## config.mk

```make
export PLATFORM = sky130hd
export DESIGN_NAME = regfile_wr_arbiter
export DESIGN_NICKNAME = d
export VERILOG_FILES = /design/src/rtl/regfile_wr_arbiter.sv
export SDC_FILE = /design/constraint.sdc
export NUM_CORES = 1
export LEC_CHECK = 0
export CAP_MARGIN = 20
export CORE_MARGIN = 4
export CORE_UTILIZATION = 40
export CTS_BUF_LIST = sky130_fd_sc_hd__clkbuf_8
export DETAILED_ROUTE_END_ITERATION = 10
export SLEW_MARGIN = 20
export SYNTH_ARGS = -nofsm -noshare
export SYNTH_HDL_FRONTEND = slang
export SYNTH_SLANG_ARGS = --single-unit
export TNS_END_PERCENT = 30
```

## constraint.sdc

```tcl
create_clock -name clk -period 2.65 [get_ports clk]
set_input_delay 0.6625 -clock clk [delete_from_list [all_inputs] [get_ports clk]]
set_output_delay 0.6625 -clock clk [all_outputs]
set_load 0.02 [all_outputs]
```

## src/rtl/regfile_wr_arbiter.sv

```systemverilog
// regfile_wr_arbiter: two-requester queued, round-robin arbiter for one register file write port,
// with a pending-write bitmap and a sticky cross-requester ordering hazard flag.
module regfile_wr_arbiter #(
  parameter int BITWIDTH = 16,
  parameter int DEPTH = 2
) (
  input  logic                clk,
  input  logic                rst,
  input  logic                a_valid,
  output logic                a_ready,
  input  logic [2:0]          a_sel,
  input  logic [BITWIDTH-1:0] a_data,
  input  logic                b_valid,
  output logic                b_ready,
  input  logic [2:0]          b_sel,
  input  logic [BITWIDTH-1:0] b_data,
  output logic                wr_en,
  output logic [2:0]          wr_sel,
  output logic [BITWIDTH-1:0] wr_data,
  output logic [7:0]          pend,
  output logic                err
);
  localparam int AW = (DEPTH > 1) ? $clog2(DEPTH) : 1;
  logic [DEPTH-1:0]    r_a_v, r_b_v;
  logic [2:0]          r_a_sel [DEPTH];
  logic [2:0]          r_b_sel [DEPTH];
  logic [BITWIDTH-1:0] r_a_data [DEPTH];
  logic [BITWIDTH-1:0] r_b_data [DEPTH];
  logic [AW-1:0]       r_a_wp, r_a_rp, r_b_wp, r_b_rp;
  logic                r_prio_b, r_err;
  logic                w_a_ne, w_b_ne, w_a_acc, w_b_acc, w_gnt_a, w_gnt_b, w_a_hit, w_b_hit;
  assign w_a_ne  = |r_a_v;
  assign w_b_ne  = |r_b_v;
  assign a_ready = rst & ~(&r_a_v);
  assign b_ready = rst & ~(&r_b_v);
  assign w_a_acc = a_valid & a_ready;
  assign w_b_acc = b_valid & b_ready;
  assign w_gnt_b = w_b_ne & (~w_a_ne | r_prio_b);
  assign w_gnt_a = w_a_ne & ~w_gnt_b;
  assign wr_en   = w_a_ne | w_b_ne;
  assign wr_sel  = w_gnt_a ? r_a_sel[r_a_rp] : w_gnt_b ? r_b_sel[r_b_rp] : 3'd0;
  assign wr_data = w_gnt_a ? r_a_data[r_a_rp] : w_gnt_b ? r_b_data[r_b_rp] : '0;
  assign err     = r_err;
  // w_a_hit: incoming A collides with a queued B entry; w_b_hit the reverse
  always_comb begin
    pend = 8'd0;
    w_a_hit = 1'b0;
    w_b_hit = 1'b0;
    for (int i = 0; i < DEPTH; i++) begin
      if (r_a_v[i]) begin
        pend[r_a_sel[i]] = 1'b1;
        w_b_hit = w_b_hit | (r_a_sel[i] == b_sel);
      end
      if (r_b_v[i]) begin
        pend[r_b_sel[i]] = 1'b1;
        w_a_hit = w_a_hit | (r_b_sel[i] == a_sel);
      end
    end
  end
  always_ff @(posedge clk) begin
    if (w_a_acc) begin
      r_a_sel[r_a_wp]  <= a_sel;
      r_a_data[r_a_wp] <= a_data;
    end
    if (w_b_acc) begin
      r_b_sel[r_b_wp]  <= b_sel;
      r_b_data[r_b_wp] <= b_data;
    end
  end
  // enqueue slot is always empty and dequeue slot always full, so they never coincide
  always_ff @(posedge clk or negedge rst) begin
    if (!rst) begin
      r_a_v    <= '0;
      r_b_v    <= '0;
      r_a_wp   <= '0;
      r_a_rp   <= '0;
      r_b_wp   <= '0;
      r_b_rp   <= '0;
      r_prio_b <= 1'b0;
      r_err    <= 1'b0;
    end else begin
      if (w_a_acc) begin
        r_a_v[r_a_wp] <= 1'b1;
        r_a_wp        <= r_a_wp + 1'b1;
      end
      if (w_gnt_a) begin
        r_a_v[r_a_rp] <= 1'b0;
        r_a_rp        <= r_a_rp + 1'b1;
      end
      if (w_b_acc) begin
        r_b_v[r_b_wp] <= 1'b1;
        r_b_wp        <= r_b_wp + 1'b1;
      end
      if (w_gnt_b) begin
        r_b_v[r_b_rp] <= 1'b0;
        r_b_rp        <= r_b_rp + 1'b1;
      end
      if (w_gnt_a | w_gnt_b)
        r_prio_b <= w_gnt_a;
      if ((w_a_acc & w_a_hit) | (w_b_acc & w_b_hit) | (w_a_acc & w_b_acc & (a_sel == b_sel)))
        r_err <= 1'b1;
    end
  end
endmodule

```

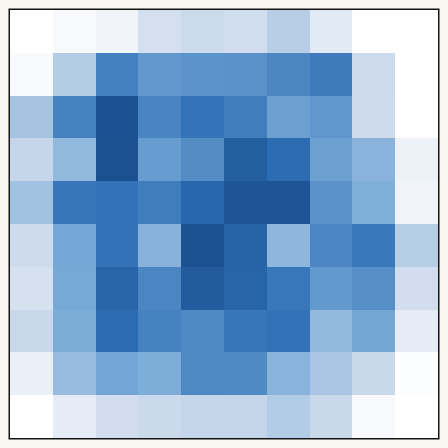
**Above:** run 1 (cell area per tile).
10 x 10 tiles, from white (low) to dark blue (high), 0 to 100% covered.
mean over tiles: 45%
densest ninth of the die: centre
nearly empty tiles: 8.0%
fullest tile: 87%
tiles over 75% full: 13%
core area: 8850 um2
fp_density: 0.419

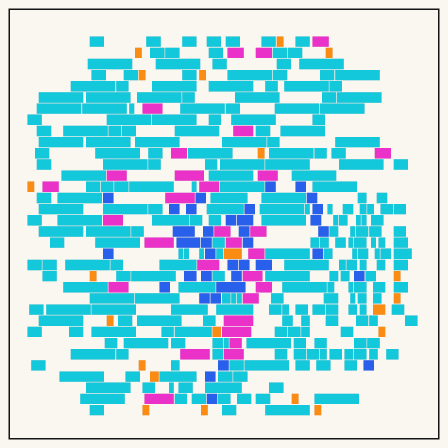
**Above:** run 1 (cells by drive strength).
| size | colour | cells | share |
|---|---|---|---|
| _0 and _1 cells | cyan | 267 | 75% |
| _6 and larger | magenta | 30 | 8.5% |
| _3 and _4 cells | blue | 37 | 10% |
| _2 cells | orange | 21 | 5.9% |
Final Worst Setup Slack: -0.0802 ns
Layout area overhead: 34.6%
Non-Clock Buffer Count: 113
Design Area, Final: 4990 um2

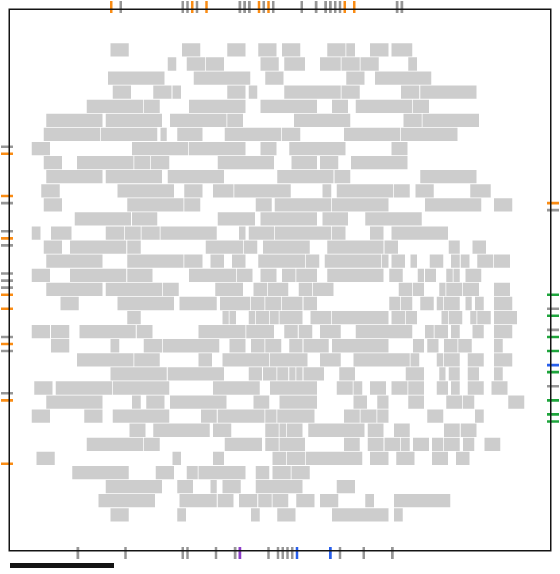
**Above:** run 1 (pin map).
Scale bar: 20 um. Pins as bars across the die edge, other pins in grey.
| port | colour | pins | direction | edge |
|---|---|---|---|---|
| `a_valid` | purple | 1 | input | bottom |
| `a_sel` | blue | 3 | input | 2 bottom, 1 right |
| `b_data` | orange | 16 | input | 8 left, 7 top, 1 right |
| `pend` | green | 8 | output | right |
all pins by edge: 24 top, 18 left, 17 bottom, 14 right
Die X-Extent: 104 um
I/O Buffers: 72
Die Y: 104 um

==> flow_summary.yaml, run 1 <==
# implementation run metrics
route:
  via_per_inst: 5.47
final_timing:
  finClkSkew_ns: 0.0101
  setup_viol: 19
  fin_ws_ns: -0.0802
  fmax_mhz: 366
setup_path:
  critPathKind: "flop to primary output"
  end_kind: "primary output"
  timing.reg2reg.setup_slack_ns: 0.79
  crit_start: "r_b_v[0]"
  rr_endpoint: "r_b_data[0][10]"
  required_ns: 1.99
outcome:
  failed_checks: "negative setup slack"
  outcome: "complete, but fails checks"
layout:
  clkbuf_count: 9
  comb_cells: 137
  final_common_cell: "edfxtp_1"
  ff_count: 86
  largest_class: "flip-flops and latches"
  antenna-diode-count: 0
floorplan:
  die-area_um2: 10900
clock_tree:
  cts.clk_slew.worst_paths_ns: 0.08
  clockRootBuffer: "clkbuf_8"
  ctsHoldBuffers: 0
  cts_max_path_buffers: 2
  clock_latency_ns: 0.35
power:
  total_power_w: 0.00544
  p_sw_w: 0.00205
yosys:
  synth_cell_types: 42
  syn-cell-area_um2: 3710
  simple_gate_area_frac: 0.0975
global_routing:
  gr-total-overflow: 0
run 1: Yosys cell counts (all sizes together):
cell,number,area share
a21boi,2,0.0040
a21oi,3,0.0040
a221o,19,0.051
a22o,19,0.045
a311o,1,0.0027
a31oi,3,0.0051
and3,3,0.0051
and3b,1,0.0024
buf,11,0.021
clkbuf,7,0.0071
dfrtp,10,0.067
edfxtp,76,0.62
inv,3,0.0030
nand2,11,0.011
nand2b,2,0.0034
nand3,3,0.0040
nand3b,1,0.0020
nand4,8,0.014
nand4b,4,0.0094
nor2,11,0.018
nor2b,3,0.0051
nor3,5,0.0098
nor3b,4,0.0081
o211ai,2,0.0040
o21a,1,0.0040
o221a,1,0.0030
o221ai,1,0.0024
o22a,4,0.0094
o22ai,1,0.0034
o311ai,2,0.0047
or2,1,0.0017
or3,1,0.0017
or4,1,0.0020
xnor2,19,0.045
run 1: timing repair:
| item | in CTS | in global routing |
|---|---|---|
| setup endpoints to repair | 27 | 22 |
| buffers inserted | 10 | 0 |
| resized | 105 | 13 |
| gates cloned | 1 | 0 |
| pin swaps | 2 | 0 |
run 1: layer usage:
| layer | vias up | wire, um | global-route usage |
|---|---|---|---|
| met2 | 87 | 4740 | 0.302 |
| met4 | 0 | 121 | 0.0712 |
| met3 | 9 | 472 | 0.0341 |
| li1 | 1192 | - | - |
| met5 | - | 0 | 0 |
| met1 | 1243 | 3750 | 0.210 |
run 1: flip-flops by register name, indices dropped and copies added (netlist names):
register and count:
r_b_v 2, err 1, r_a_data 32, r_b_data 32
r_b_wp 1, r_a_sel 6, r_b_sel 6, r_b_rp 1
r_a_rp 1, r_a_wp 1, r_prio_b 1, r_a_v 2
**Run 1: placement view**

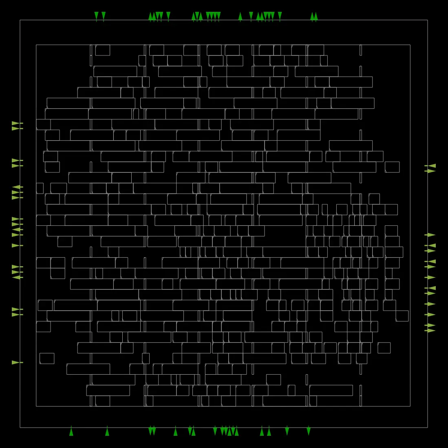

==> inputs of run 2 (changes only) <==
--- a/config.mk
+++ b/config.mk
@@ -7,9 +7,10 @@
 export LEC_CHECK = 0
 export CAP_MARGIN = 20
 export CORE_MARGIN = 4
-export CORE_UTILIZATION = 40
+export CORE_UTILIZATION = 50
 export CTS_BUF_LIST = sky130_fd_sc_hd__clkbuf_8
 export DETAILED_ROUTE_END_ITERATION = 10
+export PLACE_DENSITY = 0.78
 export SLEW_MARGIN = 20
 export SYNTH_ARGS = -nofsm -noshare
 export SYNTH_HDL_FRONTEND = slang
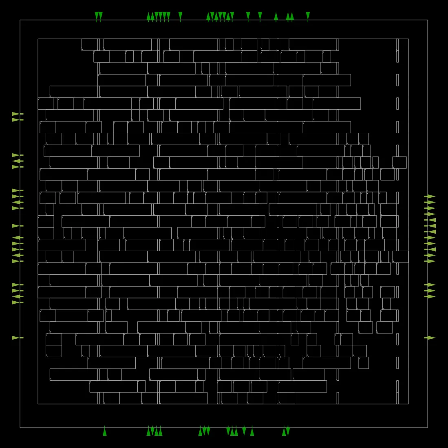
**Above:** run 2 (placement view).
Non-Filler Instances: 442
Placement Rows: 31
Tap Cells: 99

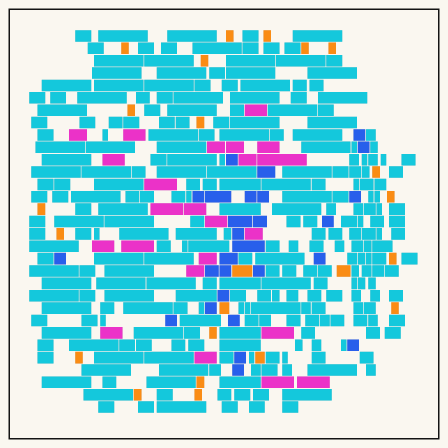
**Above:** run 2 (cells by drive strength).
| size | colour | cells | share |
|---|---|---|---|
| _0 and _1 cells | cyan | 270 | 79% |
| _3 and _4 cells | blue | 27 | 7.9% |
| _2 cells | orange | 23 | 6.7% |
| _6 and larger | magenta | 23 | 6.7% |
Non-Clock Buffer Count: 102
Final Worst Setup Slack: 0.0492 ns
Layout area overhead: 31.2%
Design Area, Final: 4860 um2

==> flow_summary.yaml, run 2 <==
# implementation run metrics
global_routing:
  grtUsageMet3: 0.0489
  gr-total-overflow: 0
  grt.busiest_layer: "met2"
yosys:
  async_flop_share: 0.116
  yosysMostFrequentCell: "edfxtp_1"
  syn-cell-area_um2: 3710
  ys.flop_type: "edfxtp_1"
  top_cells_by_count: "76 x edfxtp_1, 19 x a221o_1, 19 x a22o_1, 19 x xnor2_1, 11 x nand2_1"
  synth-edff-count: 76
  yosysWarnings: 0
  top_area_frac: 0.616
place:
  io_buffers: 72
power:
  p_sw_w: 0.00199
route:
  wl_met3_um: 593
  met1Wirelength_mm: 3.62
  via_per_inst: 5.85
  top_layer: "met4"
floorplan:
  die_h_um: 94.1
  die-width_um: 94.1
  initial_core_util: 0.514
  fp.coreArea_um2: 7210
  die-area_um2: 8860
setup_path:
  end_kind: "primary output"
  path_delay_family: "AND-OR/OR-AND gates"
  required_ns: 1.99
  critPathKind: "flop to primary output"
layout:
  antenna-diode-count: 0
  final_common_cell: "edfxtp_1"
final_timing:
  fmax_mhz: 384
  setup_viol: 0
clock_tree:
  clock_latency_ns: 0.34
  clockRootBuffer: "clkbuf_8"
  postCtsResizedCells: 92
  ctsHoldBuffers: 0
  cts_max_path_buffers: 2
  cts.clk_slew.worst_paths_ns: 0.08
  postCtsSetupRepairBufs: 0
outcome:
  outcome: "finished, final reports clean"
[run 2: cell counts after synthesis]
No cell type changed its count.
[run 2: cells by family (layout without fill, tap and decap cells)]
family,count (synthesis),count (layout),share of synthesized area
flip-flops,86,86,0.683
AND/OR/NAND/NOR,59,59,0.0975
AND-OR/OR-AND,59,59,0.143
buffers and inverters,21,120,0.0314
XOR/XNOR,19,19,0.0449
[run 2: cell type report]
| cell class | instances | area, um2 |
|---|---|---|
| Clock buffer | 9 | 124 |
| Clock inverter | 6 | 55.1 |
| Fill cell | 537 | 2350 |
| Inverter | 3 | 11.3 |
| Multi-Input combinational cell | 137 | 1080 |
| Sequential cell | 86 | 2530 |
| Tap cell | 99 | 124 |
| Timing Repair Buffer | 102 | 933 |
[run 2: worst reg2reg max path: cells and delay by family (launching register included)]
kind                   cells  cell delay (ns)
flip-flops                 1             0.44
AND/OR/NAND/NOR            2             0.37
AND-OR/OR-AND              1             0.28
buffers and inverters      2             0.43
[run 2: through the flow]
stage / utilization / setup WS [ns] / power, W / instance area (um2)
2_1_floorplan: - / -0.135 / 0.00339 / 3710
3_5_place_dp: 0.656 / -0.287 / 0.00460 / 4730
3_3_place_gp: 0.656 / -0.244 / 0.00456 / 4730
5_1_grt: 0.674 / -0.00134 / 0.00555 / 4860
6_report: 0.674 / 0.0492 / 0.00528 / 4860
4_1_cts: 0.671 / -0.00453 / 0.00526 / 4840
[run 2: path summary, 6_finish.rpt]
path | slack [ns] | end | start
max | 0.05 | wr_data[3] | r_a_v[1]
min | 0.51 | err | err
max reg2reg | 0.82 | r_b_data[0][10] | r_b_v[1]
min reg2reg | 0.51 | err | err
max in group asynchronous | 1.81 | r_a_rp | rst
min in group asynchronous | 0.67 | r_a_wp | rst
Power and IR drop assume default switching activity.
